**Sequential cells grouped by signal name**

Other sequential cells in the stronger grey, the rest of the logic in the fainter grey.
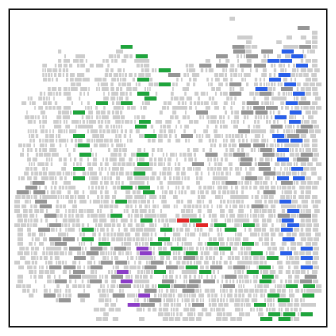
**Clock nets**

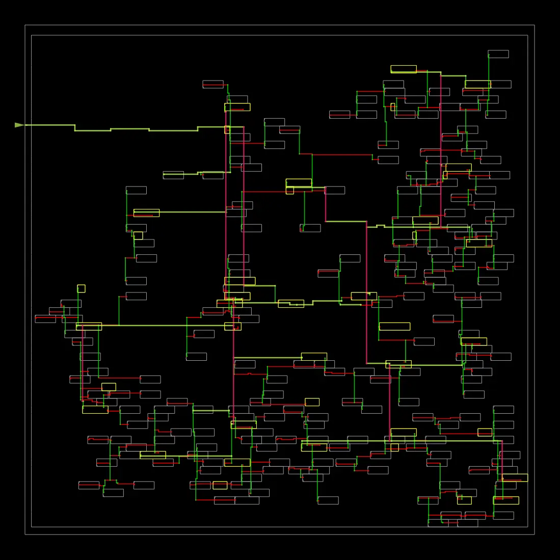
File: src/rtl/mul_div_unit_if.sv
// Operand, HI/LO write and result signals between the control unit and mul_div_unit.
interface mul_div_unit_if #(
  parameter int unsigned WIDTH = 32
);
  logic             start;
  logic [1:0]       op;
  logic [WIDTH-1:0] rs_val;
  logic [WIDTH-1:0] rt_val;
  logic             hi_we;
  logic             lo_we;
  logic [WIDTH-1:0] wd;
  logic             busy;
  logic             done;
  logic             dz;
  logic [WIDTH-1:0] hi;
  logic [WIDTH-1:0] lo;

  modport master (
    output start, op, rs_val, rt_val, hi_we, lo_we, wd,
    input  busy, done, dz, hi, lo
  );

  modport slave (
    input  start, op, rs_val, rt_val, hi_we, lo_we, wd,
    output busy, done, dz, hi, lo
  );
endinterface

File: src/rtl/mul_div_unit.sv
// Multi-cycle MULT/MULTU/DIV/DIVU engine with HI/LO registers.
// Operates on magnitudes for WIDTH cycles, then applies sign fixup in one FIX cycle.
module mul_div_unit #(
  parameter int unsigned WIDTH = 32,
  parameter int unsigned CW    = 6
) (
  input  logic           clk,
  input  logic           rst,
  mul_div_unit_if.slave  bus
);

  localparam int unsigned W2 = 2 * WIDTH;

  typedef enum logic [1:0] {
    ST_IDLE = 2'd0,
    ST_CALC = 2'd1,
    ST_FIX  = 2'd2
  } state_e;

  state_e           state_q, state_d;
  logic [CW-1:0]    count_q, count_d;
  logic             is_div_q, is_div_d;
  logic             neg_q, neg_d;
  logic             rs_neg_q, rs_neg_d;
  logic [WIDTH-1:0] b_q, b_d;
  logic [WIDTH-1:0] rs_raw_q, rs_raw_d;
  logic [W2-1:0]    work_q, work_d;
  logic [WIDTH-1:0] hi_q, hi_d;
  logic [WIDTH-1:0] lo_q, lo_d;
  logic             dz_q, dz_d;
  logic             done_q, done_d;
  logic             busy_q, busy_d;

  logic             sgn_c;
  logic [WIDTH-1:0] rs_mag_c, rt_mag_c;
  logic [WIDTH:0]   mul_sum_c;
  logic [WIDTH:0]   div_diff_c;
  logic [W2-1:0]    prod_fix_c;
  logic [WIDTH-1:0] quot_fix_c, rem_fix_c;

  // op[0]=0 selects the signed variants; magnitudes of the most negative value stay exact
  assign sgn_c    = ~bus.op[0];
  assign rs_mag_c = (sgn_c && bus.rs_val[WIDTH-1]) ? -bus.rs_val : bus.rs_val;
  assign rt_mag_c = (sgn_c && bus.rt_val[WIDTH-1]) ? -bus.rt_val : bus.rt_val;

  // work_q holds {acc, multiplier} for mul and {remainder, dividend/quotient} for div
  assign mul_sum_c  = {1'b0, work_q[W2-1:WIDTH]} + (work_q[0] ? {1'b0, b_q} : '0);
  assign div_diff_c = work_q[W2-1:WIDTH-1] - {1'b0, b_q};

  assign prod_fix_c = neg_q    ? -work_q : work_q;
  assign quot_fix_c = neg_q    ? -work_q[WIDTH-1:0] : work_q[WIDTH-1:0];
  assign rem_fix_c  = rs_neg_q ? -work_q[W2-1:WIDTH] : work_q[W2-1:WIDTH];

  always_ff @(posedge clk) begin
    if (rst) begin
      state_q  <= ST_IDLE;
      count_q  <= '0;
      is_div_q <= 1'b0;
      neg_q    <= 1'b0;
      rs_neg_q <= 1'b0;
      b_q      <= '0;
      rs_raw_q <= '0;
      work_q   <= '0;
      hi_q     <= '0;
      lo_q     <= '0;
      dz_q     <= 1'b0;
      done_q   <= 1'b0;
      busy_q   <= 1'b0;
    end else begin
      state_q  <= state_d;
      count_q  <= count_d;
      is_div_q <= is_div_d;
      neg_q    <= neg_d;
      rs_neg_q <= rs_neg_d;
      b_q      <= b_d;
      rs_raw_q <= rs_raw_d;
      work_q   <= work_d;
      hi_q     <= hi_d;
      lo_q     <= lo_d;
      dz_q     <= dz_d;
      done_q   <= done_d;
      busy_q   <= busy_d;
    end
  end

  always_comb begin
    state_d  = state_q;
    count_d  = count_q;
    is_div_d = is_div_q;
    neg_d    = neg_q;
    rs_neg_d = rs_neg_q;
    b_d      = b_q;
    rs_raw_d = rs_raw_q;
    work_d   = work_q;
    hi_d     = hi_q;
    lo_d     = lo_q;
    dz_d     = dz_q;
    done_d   = 1'b0;

    unique case (state_q)
      ST_IDLE: begin
        if (bus.start) begin
          is_div_d = bus.op[1];
          neg_d    = sgn_c & (bus.rs_val[WIDTH-1] ^ bus.rt_val[WIDTH-1]);
          rs_neg_d = sgn_c & bus.rs_val[WIDTH-1];
          b_d      = rt_mag_c;
          rs_raw_d = bus.rs_val;
          work_d   = {WIDTH'(0), rs_mag_c};
          count_d  = '0;
          dz_d     = 1'b0;
          state_d  = ST_CALC;
        end else begin
          if (bus.hi_we) hi_d = bus.wd;
          if (bus.lo_we) lo_d = bus.wd;
        end
      end
      ST_CALC: begin
        count_d = count_q + CW'(1);
        if (!is_div_q) begin
          work_d = {mul_sum_c, work_q[WIDTH-1:1]};
        end else if (!div_diff_c[WIDTH]) begin
          work_d = {div_diff_c[WIDTH-1:0], work_q[WIDTH-2:0], 1'b1};
        end else begin
          work_d = {work_q[W2-2:0], 1'b0};
        end
        if (count_q == CW'(WIDTH - 1)) state_d = ST_FIX;
      end
      ST_FIX: begin
        if (!is_div_q) begin
          {hi_d, lo_d} = prod_fix_c;
        end else if (b_q == '0) begin
          lo_d = '1;
          hi_d = rs_raw_q;
          dz_d = 1'b1;
        end else begin
          lo_d = quot_fix_c;
          hi_d = rem_fix_c;
        end
        done_d  = 1'b1;
        state_d = ST_IDLE;
      end
      default: state_d = ST_IDLE;
    endcase

    busy_d = (state_d != ST_IDLE);
  end

  assign bus.busy = busy_q;
  assign bus.done = done_q;
  assign bus.dz   = dz_q;
  assign bus.hi   = hi_q;
  assign bus.lo   = lo_q;

endmodule

File: src/flat_wrapper.sv
// flat-port wrapper written by rule: the top's interface ports become plain ports
module mul_div_unit_flat 
#(
  parameter int unsigned WIDTH = 32,
  parameter int unsigned CW    = 6
)
  (clk, rst, bus_start, bus_op, bus_rs_val, bus_rt_val, bus_hi_we, bus_lo_we, bus_wd, bus_busy, bus_done, bus_dz, bus_hi, bus_lo);
  mul_div_unit_if #(.WIDTH(WIDTH)) bus_i ();
  input  logic clk;
  input  logic rst;
  input wire logic [$bits(bus_i.start)-1:0] bus_start;
  input wire logic [$bits(bus_i.op)-1:0] bus_op;
  input wire logic [$bits(bus_i.rs_val)-1:0] bus_rs_val;
  input wire logic [$bits(bus_i.rt_val)-1:0] bus_rt_val;
  input wire logic [$bits(bus_i.hi_we)-1:0] bus_hi_we;
  input wire logic [$bits(bus_i.lo_we)-1:0] bus_lo_we;
  input wire logic [$bits(bus_i.wd)-1:0] bus_wd;
  output wire logic [$bits(bus_i.busy)-1:0] bus_busy;
  output wire logic [$bits(bus_i.done)-1:0] bus_done;
  output wire logic [$bits(bus_i.dz)-1:0] bus_dz;
  output wire logic [$bits(bus_i.hi)-1:0] bus_hi;
  output wire logic [$bits(bus_i.lo)-1:0] bus_lo;
  assign bus_i.start = bus_start;
  assign bus_i.op = bus_op;
  assign bus_i.rs_val = bus_rs_val;
  assign bus_i.rt_val = bus_rt_val;
  assign bus_i.hi_we = bus_hi_we;
  assign bus_i.lo_we = bus_lo_we;
  assign bus_i.wd = bus_wd;
  assign bus_busy = bus_i.busy;
  assign bus_done = bus_i.done;
  assign bus_dz = bus_i.dz;
  assign bus_hi = bus_i.hi;
  assign bus_lo = bus_i.lo;
  mul_div_unit #(.WIDTH(WIDTH), .CW(CW)) u_core (.clk(clk), .rst(rst), .bus(bus_i));
endmodule
File: config.mk
export PLATFORM = sky130hd
export DESIGN_NAME = mul_div_unit_flat
export DESIGN_NICKNAME = d
export VERILOG_FILES = /design/src/rtl/mul_div_unit_if.sv /design/src/rtl/mul_div_unit.sv /design/src/flat_wrapper.sv
export SDC_FILE = /design/constraint.sdc
export NUM_CORES = 1
export LEC_CHECK = 0
export CORE_MARGIN = 2
export CORE_UTILIZATION = 50
export CTS_CLUSTER_SIZE = 25
export DETAILED_ROUTE_END_ITERATION = 8
export PLACE_DENSITY = 0.84
export SYNTH_ARGS = -nofsm -noshare
export SYNTH_HDL_FRONTEND = slang
export SYNTH_SLANG_ARGS = --single-unit
File: constraint.sdc
create_clock -name clk -period 7.8 [get_ports clk]
set_input_delay 1.17 -clock clk [delete_from_list [all_inputs] [get_ports clk]]
set_output_delay 1.17 -clock clk [all_outputs]
set_load 0.005 [all_outputs]
==> flow_summary.yaml <==
# synthesis and place-and-route metrics
status:
  status: "completed"
synthesis:
  ys_async_sr_fraction_pct: 0
  avgSynthCellArea_sq_um: 7.25
  ys.flops: 206
  top_area_share_pct: 25.7
  netlist_area_sq_mm: 0.0161
  ff_type: "dfxtp_1"
  synthTopCellsByArea: "dfxtp_1 26%, a21oi_1 6.5%, nor2_1 6.4%"
  synth.largest_area_cell: "dfxtp_1"
  synth_cell_types: 85
  fp_nets: 2390
  common_cells: "272 x nor2_1, 261 x nand2_1, 209 x a21oi_1, 206 x dfxtp_1"
clocking:
  clockBufferDepth: 3
  post_cts_hold_buffer_count: 0
  cts_tree: "yes"
  clockRootBuffer: "clkbuf_16"
  cts_setup_buffers: 0
  clk_pin_slew_worst_paths_ns: 0.06
critical_path:
  startpoint_type: "register"
  rr_startpoint: "u_core.work_q[0]"
  cp.required_ns: 8.18
  arrival_ns: 4.84
  r2r_slack_ns: 3.34
  worstPathMaxFanout: 32
  end_kind: "register"
  cp_common_cell: "o21ai_0"
grt:
  use_met3_pct: 6.12
  use_met2_pct: 51.7
  grt_max_degree: 78
  grt_pass1_vias: 15800
  top_usage_layer: "met2"
layout:
  diodes: 0
  nFillCells: 2893
  dominant_cells: "logic gates"
  n_all_buffers: 188
  drive_gt1_share_pct: 4.26
  area_growth_pct: 15.7
  stdcell_count: 2679
  flops: 206
  final_area_sq_mm: 0.0186
  area_share_nonclk_buffers_pct: 9.86
die:
  dieArea_sq_mm: 0.0336
  dieHeight_um: 183
  rows: 65
  pin_count: 170
  taps: 402
hold_path:
  min_from: "u_core.bus.hi[29]"
  whs_endpoint: "u_core.bus.hi[29]"
  hold_path_depth: 2
placed_design:
  pre_cts_slack_ns: 3.40
  io_buffers: 169
  place.gp.congestion: 1.01
  hpwlAfterDp_mm: 42.9
flow_run:
  max_cap_violations: 0
final_timing:
  final_max_slew_viol_count: 0
  setup_violations: 0
  grt_setup_unrepaired: "false"
  worst_pin_slew_ns: 1.31
routing:
  drc: 0
  viasPerCell: 6.44
  wl_met1_mm: 23.4
  wl_met2_mm: 24.8
  firstDrtPassIters: 5
  dr_wl_met3_mm: 5.67
power_and_ir_drop:
  power_w: 0.00327
  p_leak_nw: 7.03
About 'sequential cells grouped by signal name':
[red] u_core.state_q | flops: 2
[purple] u_core.count_q | flops: 6 | where: bottom middle
[green] u_core.work_q | flops: 64 | where: all over the die
[blue] u_core.bus.lo | flops: 32
not coloured: 102
post-layout util: 58.9%
Seq group: 0.00122 W
flop share of the area: 22.2%
Flop area: 0.00413 sq mm

About 'clock nets':
Clock Latency Late Sink: 0.55 ns
# clk buffers: 32
CTS Buf Count: 24

-- logic make-up after synthesis --
kind of cell	Yosys count	synth area share, %
xor+xnor	188	10.3
fa+ha+maj	71	5.63
compound gates	693	27.5
flops	206	25.7
buf+inv	229	5.51
simple gates	776	22.1
mux	53	3.32
-- state kept, by name, indices dropped and copies added, names as in the netlist --
| name | flops |
|---|---|
| u_core.b_q | 32 |
| u_core.rs_raw_q | 32 |
| u_core.bus.busy | 1 |
| u_core.count_q | 6 |
| u_core.state_q | 2 |
| u_core.neg_q | 1 |
| u_core.bus.done | 1 |
| u_core.work_q | 64 |
| u_core.is_div_q | 1 |
| u_core.bus.dz | 1 |
| u_core.rs_neg_q | 1 |
| u_core.bus.hi | 32 |
| u_core.bus.lo | 32 |
-- power by group --
| part | switching, W | internal, W | total [W] |
|---|---|---|---|
| Combinational | 0.000535 | 0.000355 | 0.000891 |
| Clock | 0.000479 | 0.000677 | 0.00116 |
| Sequential | 0.0000998 | 0.00112 | 0.00122 |
-- critical path: cells and delay by family, from the launching register on --
kind / cells / cell delay, ns
AOI/OAI and AO/OA: 9 / 2.62
adders and majority gates: 1 / 0.37
buffers and inverters: 1 / 0.76
xor gates and xnor gates: 1 / 0.09
and+or+nand+nor: 1 / 0.11
DFF: 1 / 0.37
-- cells in the final DEF, fill, tap and decap left out, types with 24 or more instances in the layout --
cell type / count
mux2i_1: 51
xor2_1: 94
inv_1: 61
ha_1: 69
nor2_1: 269
clkdlybuf4s50_1: 168
clkbuf_16: 24
a211oi_1: 71
a21oi_1: 209
nand2_1: 260
o31ai_1: 27
nor3_1: 39
dfxtp_1: 204
xnor2_1: 93
o21ai_0: 150
a31oi_1: 25
Power and IR drop assume default switching activity.
